==> config.mk <==
export PLATFORM = sky130hd
export DESIGN_NAME = route_sequencer_flat
export DESIGN_NICKNAME = d
export VERILOG_FILES = /design/src/rtl/route_sequencer_if.sv /design/src/rtl/route_sequencer.sv /design/src/flat_wrapper.sv
export SDC_FILE = /design/constraint.sdc
export NUM_CORES = 1
export LEC_CHECK = 0
export CAP_MARGIN = 25
export CORE_ASPECT_RATIO = 0.5
export CORE_MARGIN = 2
export CORE_UTILIZATION = 54
export DETAILED_ROUTE_END_ITERATION = 7
export HOLD_SLACK_MARGIN = 0.05
export PLACE_DENSITY = 0.84
export SLEW_MARGIN = 20
export SYNTH_ARGS = -nofsm -noshare
export SYNTH_HDL_FRONTEND = slang
export SYNTH_SLANG_ARGS = --single-unit
==> constraint.sdc <==
create_clock -name clk -period 2.71 [get_ports clk]
set_clock_uncertainty 0.1 [all_clocks]
set_input_delay 0.271 -clock clk [delete_from_list [all_inputs] [get_ports clk]]
set_output_delay 0.271 -clock clk [all_outputs]
set_load 0.03 [all_outputs]
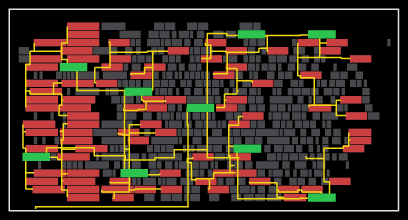
Figure 1: run 1, routed clock nets over the placement.
(3 px per µm)
[clock wires] yellow | length: 976 µm
[flip-flops] red | count: 85
[cells driving clock nets] green | count: 9
flops lie	all over the die
Clk Latency, worst-skew pair: 0.35 ns
Clock group: 1.16 mW
clock network power share: 43.8%

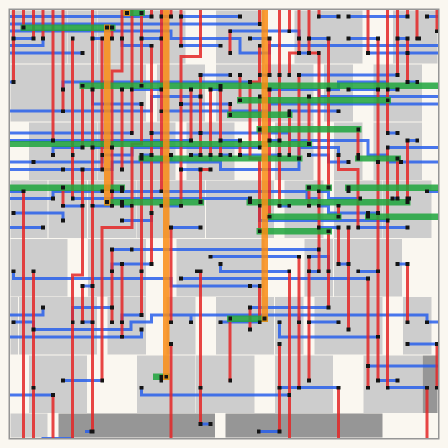
Figure 2: run 1, a small window of the routed layout.
Region (87, 7) to (107, 27) µm. Cells in gray, sequential cells in the stronger gray; small squares are vias.
layer	color
met2	red
met1	blue
met3	green
met4	orange
most frequent	nand4_1 (6), buf_4 (6)
sequential cells in the window	0
cells with their middle in the window	41

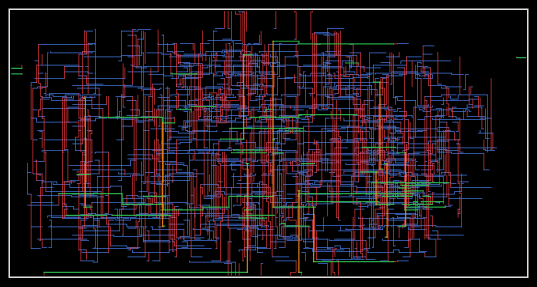
Figure 3: run 1, metal layers overlaid.
(4 px per µm)
layer	color	wire length
met2	red	4800 µm
met1	blue	4110 µm
met4	orange	243 µm
met3	green	503 µm
Routed wire per std cell: 16.5 µm
total track usage: 25.0%
total number of vias: 3437
DRT Wirelength: 9660 µm

==> impl_metrics.yaml, run 1 <==
# flow metrics
yosys:
  ys_async_sr_fraction_pct: 0
  ys_sh_mux_pct: 5.32
  ys_seq_share_pct: 47.7
  yosysWarnings: 0
  yosysTopAreaCell: "dfxtp_1"
  ys_area_mm2: 0.00424
  topCellsByArea: "dfxtp_1 (25%), edfxtp_1 (23%), mux4_2 (5.3%), nor2_1 (4.1%), ha_1 (3.5%)"
  synthFlopType: "dfxtp_1"
  synth_cell_types: 67
  synth-edff-count: 32
  ys_sh_adder_pct: 4.02
  logic_family: "simple AND/OR/NAND/NOR gates"
  fp_nets: 426
  synth_flops: 85
  top_area_share_pct: 25.0
timing:
  holdWs_ns: 0.412
  setup_violations: 2
  post-route-period-util_pct: 109
  fin_crit_ns: 2.95
  setup_tns_ns: -0.435
  hold_viol: 0
  finalWorstSetupSlack_ns: -0.243
  rsz0062_at_grt: "true"
  max_freq_mhz: 339
global_routing:
  antenna_found_initial: 0
  grt_max_degree: 26
  use_met2_pct: 43.1
  gr-usage-met3_pct: 7.47
  grt_pass1_vias: 3404
  overflow: 0
  grt_pass1_wl_um: 16400
power_and_ir_drop:
  powerSeq_mw: 1.33
  power_mw: 2.65
  ir_worst_vdd_mv: 0.536
  p_per_area_mw_per_mm2: 505
  power.group.top: "sequential cells"
  p_int_mw: 2.03
  p_comb_mw: 0.155
  seqPwrFrac_pct: 50.3
  comb_power_share_pct: 5.9
floorplanning:
  initial_core_util_pct: 56.8
  die_x_um: 129
  design.core.area_mm2: 0.00746
  dieArea_mm2: 0.00861
  nWellTaps: 108
  rows: 22
  io_pins: 25
clock_network:
  h-tree-depth: 3
  numCtsBuffers: 9
  cts_tree: "done"
  clkSlewWorstSetupHoldPaths_ns: 0.06
critical_path:
  slowest_delay_ns: 0.56
  cp_slowest_cell: "or4bb_4"
  reg2reg_depth: 14
  regToRegSetupSlack_ns: -0.24
  end_kind: "register"
  cp_cell_sequence: "or4bb_4 -> nor4_4 -> nand2_2 -> nor2_4 -> ha_4 -> inv_2 -> ha_4 -> inv_2 -> fa_2 -> inv_1 -> a21oi_2 -> nor2_2 -> or3_1 -> a21oi_1"
final_layout:
  largest_class: "logic gates"
  logic_gate_count: 289
  ff_count: 85
  final-nonclk-buf-share_pct: 12.2
  largest_reg_flops: 32
  nClkBuffers: 10
  fill_cells: 535
  post-route-util_pct: 70.4
  drive_above_1_share_pct: 23.9
  area_growth_pct: 23.9
flow_run:
  warnings: 30
  cap_viol_max_count: 0
status:
  violations: "negative setup slack"
  outcome: "finished with violations"
min_path:
  hold_depth: 2
placement:
  pre_cts_ws_ns: -0.271
  post-dp-hpwl_um: 6890
  placed_area_mm2: 0.00487
routing:
  wl_met2_um: 4800
  drc_errors: 0
  vias_per_cell: 5.88
==> run 1: synthesized netlist by cell type (7+ instances only) <==
library cell and number:
dfxtp_1 53, nor2_1 46, edfxtp_1 32, nand3_1 23
a21oi_1 18, nand2_1 17, nand4_1 15, xor2_1 14
ha_1 12, nor3_1 12, o21ai_0 12, and3_1 11
inv_1 11, and2_1 10, mux4_2 10, clkbuf_1 9
or4_1 7
==> run 1: critical path, delay by kind of cell, from the launching register on <==
kind	cells	cell delay (ns)
compound gates	2	0.26
fa+ha+maj	3	0.48
simple gates	6	1.58
buf+inv	3	0.14
flops	1	0.32
==> run 1: repair_timing <==
item                                    in CTS  in global routing
setup buffers                                4                  2
pin swaps                                    2                  5
hold buffers                                 0                  0
endpoints found under the setup margin       4                  4
gates resized                                3                 12
==> run 2: changes to the inputs <==
--- a/config.mk
+++ b/config.mk
@@ -8,11 +8,11 @@
 export CAP_MARGIN = 25
 export CORE_ASPECT_RATIO = 0.5
 export CORE_MARGIN = 2
-export CORE_UTILIZATION = 54
+export CORE_UTILIZATION = 55
+export CTS_CLUSTER_SIZE = 20
 export DETAILED_ROUTE_END_ITERATION = 7
 export HOLD_SLACK_MARGIN = 0.05
-export PLACE_DENSITY = 0.84
-export SLEW_MARGIN = 20
+export PLACE_DENSITY = 0.83
 export SYNTH_ARGS = -nofsm -noshare
 export SYNTH_HDL_FRONTEND = slang
 export SYNTH_SLANG_ARGS = --single-unit
==> constraint.sdc (replaced) <==
create_clock -name clk -period 3.4 [get_ports clk]
set_clock_uncertainty 0.1 [all_clocks]
set_input_delay 0.34 -clock clk [delete_from_list [all_inputs] [get_ports clk]]
set_output_delay 0.34 -clock clk [all_outputs]
set_load 0.03 [all_outputs]
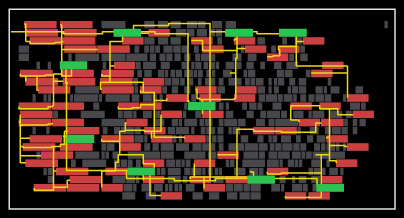
Figure 4: run 2, routed clock nets over the placement.
(3 px per µm)
clock network power share: 47.6%
Clock group: 1.07 mW

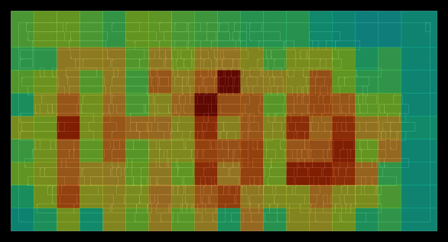
Figure 5: run 2, routing congestion map.
GRT met1 Usage: 30.9%
Routed wire per std cell: 17.2 µm
total track usage: 24.1%

==> run 2 against run 1 <==
Against the previous run:
- the run now ends clean
- largest cell class unchanged
- cell count shrank 9.4%
- count of clock-buffer cells in the layout shrank 1
- sequential share of layout area grew 2.9 points
- synthesized cell count is the same
- critical path type unchanged
- non-clock buffer count shrank 43
- clock power shrank 8%
- worst hold slack lost 0.035 ns
==> impl_metrics.yaml, run 2 <==
# flow metrics
global_routing:
  gr-usage-met3_pct: 7.04
  antenna_found_initial: 0
  grt_pass1_vias: 3121
routing:
  vias: 3265
  wirelength_um: 9100
  wl_met2_um: 4330
  drc_errors: 0
  vias_per_cell: 6.16
yosys:
  synth_flops: 85
  yosysWarnings: 0
  ys_sh_mux_pct: 5.32
  yosysMostFrequentCell: "dfxtp_1"
  ys_seq_share_pct: 47.7
  synth_cell_types: 67
  ys_area_mm2: 0.00424
  logic_family: "simple AND/OR/NAND/NOR gates"
  synthTopCellsByCount: "dfxtp_1 (53), nor2_1 (46), edfxtp_1 (32)"
  fp_nets: 426
  top_area_share_pct: 25.0
  synth-edff-count: 32
floorplanning:
  initial_core_util_pct: 57.2
  nWellTaps: 96
  design.core.area_mm2: 0.00740
  die_x_um: 128
  dieArea_mm2: 0.00846
critical_path:
  worst-path-buf-inv: 3
  regToRegSetupSlack_ns: 0.30
  cp_cell_sequence: "or4bb_1 -> nor4_2 -> nand2_1 -> nor2_2 -> ha_1 -> inv_1 -> ha_1 -> inv_1 -> fa_1 -> inv_1 -> a21oi_1 -> nor2_1 -> or3_1 -> a21oi_1"
  reg2reg_depth: 14
  end_kind: "register"
  slowest_delay_ns: 0.52
  crit_family: "simple AND/OR/NAND/NOR gates"
power_and_ir_drop:
  power_mw: 2.24
  p_per_area_mw_per_mm2: 460
timing:
  post-route-period-util_pct: 91.2
  max_freq_mhz: 322
  setup_tns_ns: 0
  setup_violations: 0
  hold_viol: 0
  finalWorstSetupSlack_ns: 0.299
final_layout:
  largest_class: "logic gates"
  final-nonclk-buf-share_pct: 6.27
  largest_reg_flops: 32
flow_run:
  warnings: 27
  cap_viol_max_count: 0
clock_network:
  h-tree-depth: 3
  numCtsBuffers: 9
  hold_buffers: 0
  cts_resized: 0
status:
  outcome: "complete, no violations"
placement:
  placed_area_mm2: 0.00454
[run 2: cell counts after synthesis]
No cell type changed its count.
[run 2: cell families (layout without fill, tap and decap cells)]
| group | count (synthesis) | in the layout |
|---|---|---|
| mux | 10 | 10 |
| buf+inv | 29 | 60 |
| flops | 85 | 85 |
| simple gates | 180 | 180 |
| xor+xnor | 20 | 20 |
| fa+ha+maj | 13 | 13 |
| other cells | 1 | 1 |
| compound gates | 65 | 65 |
[run 2: power by group]
group / switching [mW] / internal [mW] / total (mW)
registers: 0.00517 / 1.06 / 1.06
clock network: 0.417 / 0.648 / 1.07
logic: 0.0679 / 0.0408 / 0.109
total: 0.490 / 1.75 / 2.24
Power is estimated from default activity; no workload was simulated.
